--- config.mk ---
export PLATFORM = sky130hd
export DESIGN_NAME = muxdff_lfsr_seq
export DESIGN_NICKNAME = d
export VERILOG_FILES = /design/src/rtl/muxdff_lfsr_seq.sv
export SDC_FILE = /design/constraint.sdc
export NUM_CORES = 1
export LEC_CHECK = 0
export CORE_MARGIN = 5
export CORE_UTILIZATION = 42
export DETAILED_ROUTE_END_ITERATION = 7
export PLACE_DENSITY = 0.72
export RECOVER_POWER = 25
export SYNTH_ARGS = -nofsm -noshare
export SYNTH_HDL_FRONTEND = slang
export SYNTH_SLANG_ARGS = --single-unit
export TNS_END_PERCENT = 50
--- constraint.sdc ---
create_clock -name clk -period 1.8 [get_ports clk]
set_clock_uncertainty 0.15 [all_clocks]
set_input_delay 0.18 -clock clk [delete_from_list [all_inputs] [get_ports clk]]
set_output_delay 0.18 -clock clk [all_outputs]
set_load 0.02 [all_outputs]
--- src/rtl/muxdff_lfsr_seq.sv ---
// Controller and state chain for a row of mux+DFF stages.
// A seed is accepted over a valid/ready handshake and parallel-loaded with a
// one-cycle L strobe. The chain then steps as a Galois LFSR for the requested
// count, and the final state is returned over a second valid/ready handshake.
module muxdff_lfsr_seq #(
    parameter int unsigned      WIDTH = 3,
    parameter logic [WIDTH-1:0] TAPS  = 3'b110,
    parameter int unsigned      CNT_W = 8
) (
    input  logic             clk,
    input  logic             reset,
    input  logic             seed_valid,
    output logic             seed_ready,
    input  logic [WIDTH-1:0] seed,
    input  logic [CNT_W-1:0] steps,
    output logic             L,
    output logic [WIDTH-1:0] r,
    output logic [WIDTH-1:0] q,
    output logic             done_valid,
    input  logic             done_ready,
    output logic [WIDTH-1:0] result,
    output logic             lockup
);

    typedef enum logic [1:0] {
        IDLE,
        LOAD,
        RUN,
        DONE
    } state_t;

    state_t           state;
    logic [CNT_W-1:0] cnt;
    logic [WIDTH-1:0] q_next;

    // Galois step: shift right with a zero into the MSB, then fold in the taps
    // when the bit leaving the LSB was set.
    always_comb begin
        q_next = (q >> 1) ^ (q[0] ? TAPS : '0);
    end

    // Handshake and strobe outputs decode from the registered state; reset
    // forces them low so nothing is offered while reset is held.
    assign L          = (state == LOAD) && !reset;
    assign seed_ready = (state == IDLE) && !reset;
    assign done_valid = (state == DONE) && !reset;
    assign result     = q;
    assign lockup     = done_valid && (q == '0);

    // Sequencer plus the chain itself: q loads r on the L cycle, advances in
    // RUN, and holds in IDLE and DONE.
    always_ff @(posedge clk) begin
        if (reset) begin
            state <= IDLE;
            q     <= '0;
            r     <= '0;
            cnt   <= '0;
        end else begin
            case (state)
                IDLE: begin
                    if (seed_valid) begin
                        r     <= seed;
                        cnt   <= steps;
                        state <= LOAD;
                    end
                end
                LOAD: begin
                    q     <= r;
                    state <= (cnt == '0) ? DONE : RUN;
                end
                RUN: begin
                    q   <= q_next;
                    cnt <= cnt - CNT_W'(1);
                    if (cnt == CNT_W'(1)) begin
                        state <= DONE;
                    end
                end
                DONE: begin
                    if (done_ready) begin
                        state <= IDLE;
                    end
                end
                default: state <= IDLE;
            endcase
        end
    end

endmodule
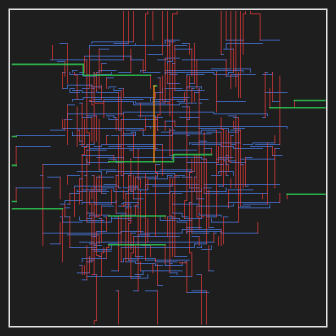
Run 1: signal wires by layer
- met3: green (wire length 105 um)
- met2: red (wire length 1300 um)
- met1: blue (wire length 1240 um)
- met4: orange (wire length 14.3 um)

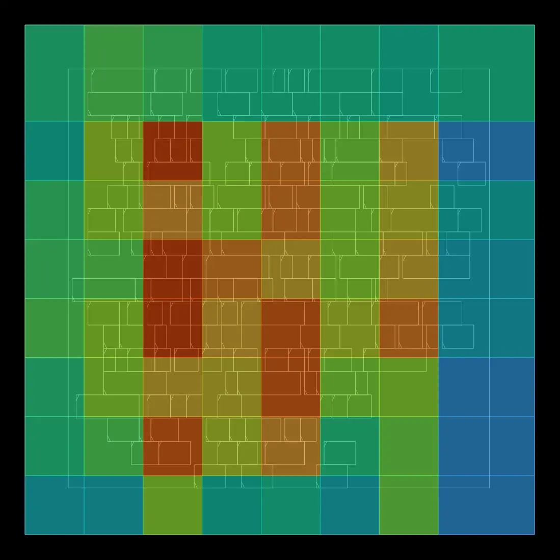
Run 1: congestion heat map
M3 GR Usage: 0.04357
grt peak-use layer: met2
global-route met1 utilization: 0.2003
Core Util, Final: 0.6018
Routed wire per std cell: 13.80 um

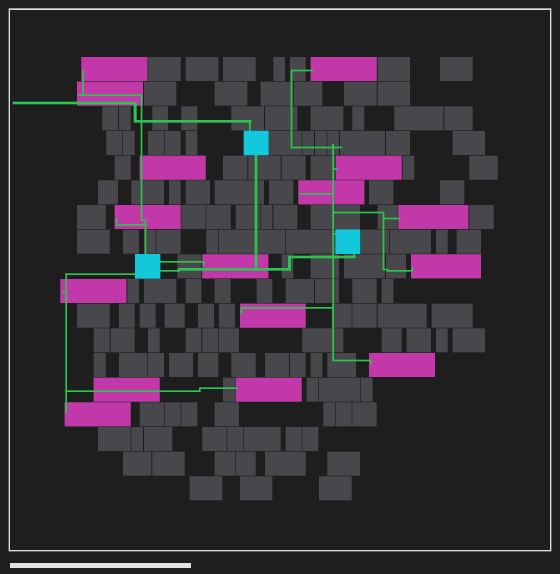
Run 1: clock distribution
Bar = 20 um.
- flip-flops: magenta (count 16)
- clock wires: green (length 235 um)
- cells driving clock nets: cyan (count 3)
- routed clock nets: 4
Clk power: 0.250 mW
Latency at later pin: 0.30 ns

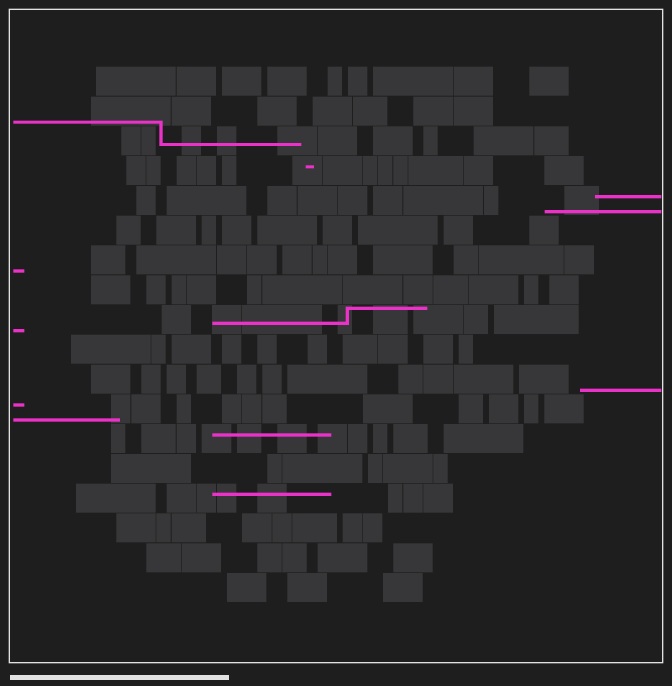
Run 1: signal wires on met3
Bar = 20 um.
- share of all routed wire: 4.0%
- main direction: horizontal
- wire length on this layer: 105 um

==> changes_impl.md, run 1 <==
## Implementation

* CTS buffer count at 3
* CTS Buffer Depth at 2
* Synth warnings at 0
* Drt via density at 5.161
* Core Density at Floorplan at 0.4278
* Mapped Area at 0.001031 mm^2
* Power share of the combinational group at 0.638
* M1 WL at 1235 um
* Drt pass-1 iters at 4
* Worst slew margin at 0.7747
* I/O Buffers at 27
* CP startpoint kind: flop
* # setup viols final at 0
* Clock share of power at 0.106
* Hold path depth at 3
* Reg2Reg Depth at 7
* I/O pin cnt at 28
* Tool Warnings at 33
* Die Ht at 59.55 um
* P_int at 1.357 mW
* Vias at 991
* Final WS setup at 0.06497 ns
* Mapped Cells at 124
* Gr usage total at 0.1604
* NetSw at 0.9935 mW
* Clock slew at reported path FFs at 0.10 ns
* Nets@finish at 186
* Share of layout cells above drive strength 1 at 0.2346
* Final wirelength at 2650 um
* Max Transition Viols Final at 0
* Core box area at 0.002410 mm^2
* CTS tree: built
* Row Count at 18
* Routability cong. at 0.8549
* Met3 wire length at 104 um
* Post-DP HPWL at 2040 um
* Die X at 59.55 um
* Post-DRT Antenna Nets at 0
* Layout area overhead at 40.66%
* Final Hold Fails at 0
* Netlist cell types at 39
* Critical Path AT at 1.41 ns
* Comb group at 1.50 mW
* Worst Hold Class: in2reg
* Syn_nets at 147
* Total sequential power at 0.600 mW
* Vias in the first global route at 997
* Htree depth at 1
* Ys cells at 124
* Switching share of power at 0.4226
* Status: completed
* Seq pwr share at 0.255
* RSZ-0062 raised after global routing: true
* Root buf cell: clkbuf_4
* Leakage at 0.5901 nW
* Clock sink count at 16
* MaxCap Viol Count at 0
* Seq/Total Area, Yosys at 0.3107
[run 1: layout by cell type (no fill, tap or decap), drive strengths merged, types with 2 or more instances in the layout]
| cell | synthesis | layout |
|---|---|---|
| clkdlybuf4s50 | 0 | 21 |
| buf | 8 | 18 |
| dfxtp | 16 | 16 |
| a21oi | 11 | 11 |
| nor2 | 10 | 10 |
| ha | 8 | 8 |
| o21ai | 7 | 7 |
| nand2 | 7 | 7 |
| inv | 7 | 7 |
| clkbuf | 2 | 6 |
| nand3 | 5 | 5 |
| nor2b | 5 | 5 |
| nor3 | 5 | 5 |
| a211oi | 4 | 4 |
| mux2i | 4 | 4 |
| a22oi | 3 | 3 |
| a21o | 2 | 2 |
| dlygate4sd2 | 0 | 2 |
| mux2 | 2 | 2 |
[run 1: path summary, 6_finish.rpt]
path,startpoint,endpoint,slack (ns)
max reg2reg,state[0],cnt[7],0.09
min,seed[0],r[0],0.29
max,state[0],L,0.06
min reg2reg,r[2],r[2],0.33
[run 1: worst max-delay path, stage by stage, from the launching register on]
cell and delay (ns):
dfxtp_2 0.35, buf_4 0.13, ha_1 0.21, nor2b_1 0.14, clkdlybuf4s15_1 0.28
[run 1: stage by stage]
stage	setup TNS, ns	hold WS, ns	total power, mW	instances	cell area, um^2
2_1_floorplan	0	0.1775	1.558	124	1037
3_3_place_gp	-0.1931	0.3127	2.034	187	1414
3_5_place_dp	-0.2203	0.3183	2.074	187	1414
4_1_cts	0	0.2830	2.323	191	1444
5_1_grt	-0.01122	0.2913	2.552	192	1450
6_report	0	0.2911	2.351	192	1450
[run 1: sequential cells by signal, indices dropped and copies added, names as in the netlist]
name / count
q: 3
state: 2
cnt: 8
r: 3
[run 1: area by class of cell]
cell class,count,area [um^2]
sequential,16,322.8
tap,30,37.54
inverter,7,26.28
timing repair buffer,44,392.9
fill,228,959.7
clock buffer,4,36.28
multi-input combinational,91,634.4
[run 1: synth_stat cells]
master,number,area share
dfxtp_1,16,0.31
and3_1,1,0.0061
buf_2,3,0.015
mux2_2,1,0.011
nor3_1,4,0.019
a21oi_1,11,0.053
clkbuf_1,2,0.0073
nand2b_1,1,0.0061
and2_4,1,0.0085
nand2_1,7,0.025
and2b_2,1,0.0085
inv_1,7,0.025
a22oi_1,3,0.022
nand4b_1,1,0.0085
a211oi_1,4,0.029
ha_1,8,0.097
a311oi_2,1,0.015
a31o_2,1,0.0085
o32ai_1,1,0.0085
nor3_2,1,0.0097
a2bb2oi_1,1,0.0085
a31oi_1,1,0.0061
nor2_1,10,0.036
nor2b_1,5,0.030
mux2i_1,4,0.039
a221oi_1,1,0.0085
nand4_1,1,0.0061
or2_2,1,0.0061
mux2_4,1,0.015
nor4b_1,1,0.0085
nor4_1,1,0.0061
buf_6,1,0.011
o21a_1,1,0.0073
o31ai_1,1,0.0073
a21o_1,2,0.015
xnor2_1,1,0.0085
buf_4,4,0.029
o21ai_0,7,0.034
nand3_1,5,0.024
[run 1: cells by family after synthesis]
family	synth area share
simple gates	0.2100
compound gates	0.2221
buf+inv	0.08738
flops	0.3107
fa+ha+maj	0.09709
mux	0.06432
xor+xnor	0.008497
Run 1, M2 wires:
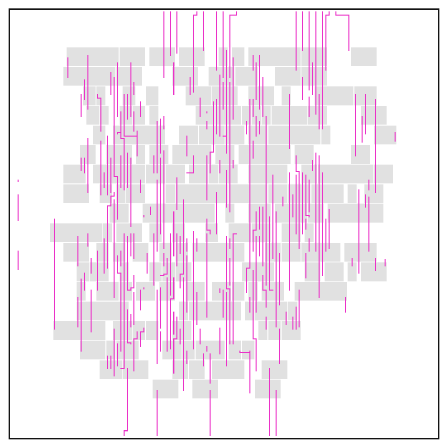

## Run 2: what changed since run 1
ABC_AREA = 1   (was default)
CORE_UTILIZATION = 43   (was 42)
GPL_TIMING_DRIVEN = 0   (was default)
PLACE_DENSITY = 0.73   (was 0.72)
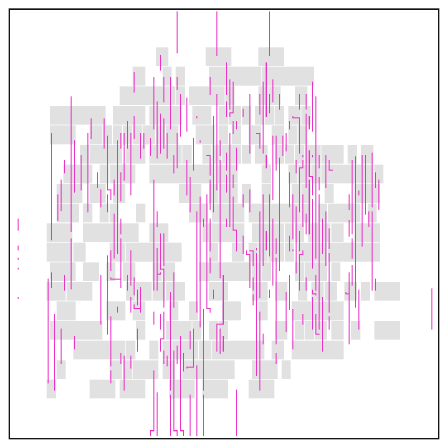
Run 2: M2 wires
- share of all routed wire: 47%
- wire length on this layer: 1210 um
- longest straight run: 22.4 um
met2 usage: 0.2808
Vias: 1087
final wirelength: 2572 um

==> run 2 against run 1 <==
Global-route usage is 0.79 points higher. Die area about the same. Critical path depth fell by 2. Power increased by 1.3%. Clock power about the same. Synthesized cell count grew 28%. Routed wire length down 2.9%. First-iteration DRC count is 10% lower. Critical path type unchanged. Critical endpoint is now result[0]. Largest power group unchanged.
==> changes_impl.md, run 2 <==
## Implementation

* Status: completed
* CTS buffer count at 3
* MaxCap Viol Count at 0
* CP startpoint kind: flop
* Max Transition Viols Final at 0
* Ys cells at 159
* Critical Path AT at 1.38 ns
* Core Util, Final at 0.5826
* Syn_nets at 182
* Final Hold Fails at 0
* Post-DP HPWL at 1972 um
* Clock share of power at 0.105
* Nets@finish at 214
* R2R Path End: cnt[3]
* Worst Hold Class: in2reg
* Core box area at 0.002410 mm^2
* Mapped Cells at 159
* CTS tree: built
* Power share of the combinational group at 0.620
* Largest Register: cnt
* Worst Path Buf+Inv at 2
* Biggest area consumer among synthesized cells: dfxtp_1
* Netlist cell types at 25
* I/O Buffers at 27
* P_int at 1.267 mW
* Root buf cell: clkbuf_4
* Largest regs: cnt: 8 flops, q: 3 flops, r: 3 flops
* Core Density at Floorplan at 0.4377
* Cell Chain, Critical Path: buf_4 -> clkdlybuf4s50_1
* Synth warnings at 0
* Post-synth EDFFs at 0
* Worst slew margin at 0.8037
* Synth Flop Type: dfxtp_1
* NetSw at 1.114 mW
* CTS Buffer Depth at 2
* Die X at 59.53 um
* Reg2Reg Launch Point: state[0]
* Largest register FFs at 8
* Die Ht at 59.53 um
* Top Layout Cells: nand2_1 (38), nor2_1 (23), clkdlybuf4s50_1 (22), inv_1 (16), dfxtp_1 (12)
* Row Count at 18
* Share of layout cells above drive strength 1 at 0.1632
* Reg2reg setup slack at 0.13 ns
* Crit. path cell count at 2
* Vias in the first global route at 1101
* Clock sink count at 16
* Ys async rst share at 0
* Seq cells post-synth at 16
* Top cell excl fill/tap: nand2_1
* Critical path destination: result[0]
* Final WS setup at 0.09086 ns
* Tool Warnings at 33
* Max incr delay on CP at 0.59 ns
* Leakage at 0.6335 nW
* Seq/Total Area, Yosys at 0.3037
* Htree depth at 1
* # setup viols final at 0
* Post-DRT Antenna Nets at 0
* Top post-synthesis cells by area: dfxtp_1 (30%), nand2_1 (14%), ha_1 (9.5%)
* Clock slew at reported path FFs at 0.10 ns
* CP delay by family, top: buffers and inverters
* Reg2Reg Depth at 8
* Seq pwr share at 0.275
* Most frequent cells after synthesis: nand2_1 (38), nor2_1 (23), dfxtp_1 (16), inv_1 (16)
* Setup TNS Final at 0 ns
* Area share, top type at 0.3037
* CP max-delay cell: clkdlybuf4s50_1
* Mapped Area at 0.001055 mm^2
* Fin Hold WS at 0.3347 ns
* RSZ-0062 raised after global routing: true
* Layout area overhead at 33.10%
* Most common cell in the synthesized netlist: nand2_1
* Drt pass-1 iters at 4
* Switching share of power at 0.4679
* CP startpoint: q[0]
* Drt via density at 4.941
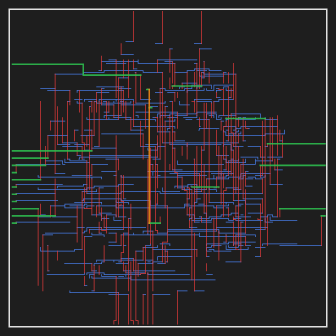
Run 2: signal wires by layer
- met2: red (wire length 1210 um)
- met1: blue (wire length 1210 um)
- met3: green (wire length 128 um)
- met4: orange (wire length 25.2 um)
gr usage total: 0.1683
Routed wire per std cell: 11.69 um

-- run 2: netlist changes by cell type in the layout (fill, tap and decap cells not counted), moves of 4 or more --
cell / before / now
inv_1: 5 / 16
buf_4: 17 / 6
nand3_1: 5 / 10
nand2_1: 7 / 38
nor2_1: 10 / 23
nor3_1: 4 / 0
nor2b_1: 4 / 0
o21ai_1: 0 / 4
a21oi_1: 11 / 7
mux2i_1: 4 / 0
-- run 2: tightest hold or removal path: stages --
cell and delay, ns:
clkdlybuf4s50_1 0.41, nand2_1 0.07, a31oi_1 0.08
-- run 2: worst min-delay path by stage --
stage | cells past startpoint | start | slack (ns) | end
6_report | 3 | steps[0] | 0.33 | cnt[0]
5_1_grt | 3 | steps[0] | 0.35 | cnt[0]
4_1_cts | 3 | steps[0] | 0.33 | cnt[0]
3_5_place_dp | 2 | cnt[7] | 0.35 | cnt[7]
3_3_place_gp | 2 | cnt[7] | 0.34 | cnt[7]
2_1_floorplan | 2 | steps[1] | 0.18 | cnt[1]
-- run 2: area by class of cell --
class                   instances  area, um^2
plain buffers                   7       50.05
clock buffers                   4       36.28
fillers                       243        1006
inverters                      19       71.32
multi-input cells             117       629.4
flip-flops and latches         16       325.3
well taps                      30       37.54
repair buffers                 27       254.0
-- run 2: per-stage QoR --
| stage | instances | power [mW] | instance area, um^2 |
|---|---|---|---|
| 2_1_floorplan | 159 | 1.663 | 1055 |
| 4_1_cts | 220 | 2.359 | 1401 |
| 6_report | 220 | 2.382 | 1404 |
| 3_3_place_gp | 216 | 2.080 | 1363 |
| 5_1_grt | 220 | 2.654 | 1404 |
| 3_5_place_dp | 216 | 2.108 | 1363 |
-- run 2: cells by family after synthesis --
group / count (synthesis) / synth area share
AND-OR/OR-AND: 33 / 0.1910
flip-flops: 16 / 0.3037
AND/OR/NAND/NOR: 76 / 0.2989
adder cells (fa/ha/maj): 8 / 0.09490
buffers and inverters: 26 / 0.1115
-- run 2: power groups by stage --
stage / Sequential, mW / Combinational (mW) / Clock [mW]
CTS: 0.647 / 1.46 / 0.255
global route: 0.692 / 1.68 / 0.277
global placement: 0.648 / 1.43 / 0
floorplan: 0.686 / 0.977 / 0
detailed placement: 0.651 / 1.46 / 0
finish: 0.655 / 1.48 / 0.250
-- run 2: timing repair --
item,in CTS,in global routing
gates resized,11,11
pin swaps,0,0
cloned,0,0
endpoints found under the setup margin,4,11
-- run 2: routing by layer --
| metal | GRT usage | routed length, um | vias to the layer above |
|---|---|---|---|
| li1 | - | - | 572 |
| met1 | 0.2076 | 1207 | 485 |
| met2 | 0.2808 | 1211 | 27 |
| met3 | 0.04357 | 128 | 3 |
| met4 | 0.06013 | 25 | 0 |
| met5 | 0 | 0 | - |
Power is estimated from default activity; no workload was simulated.
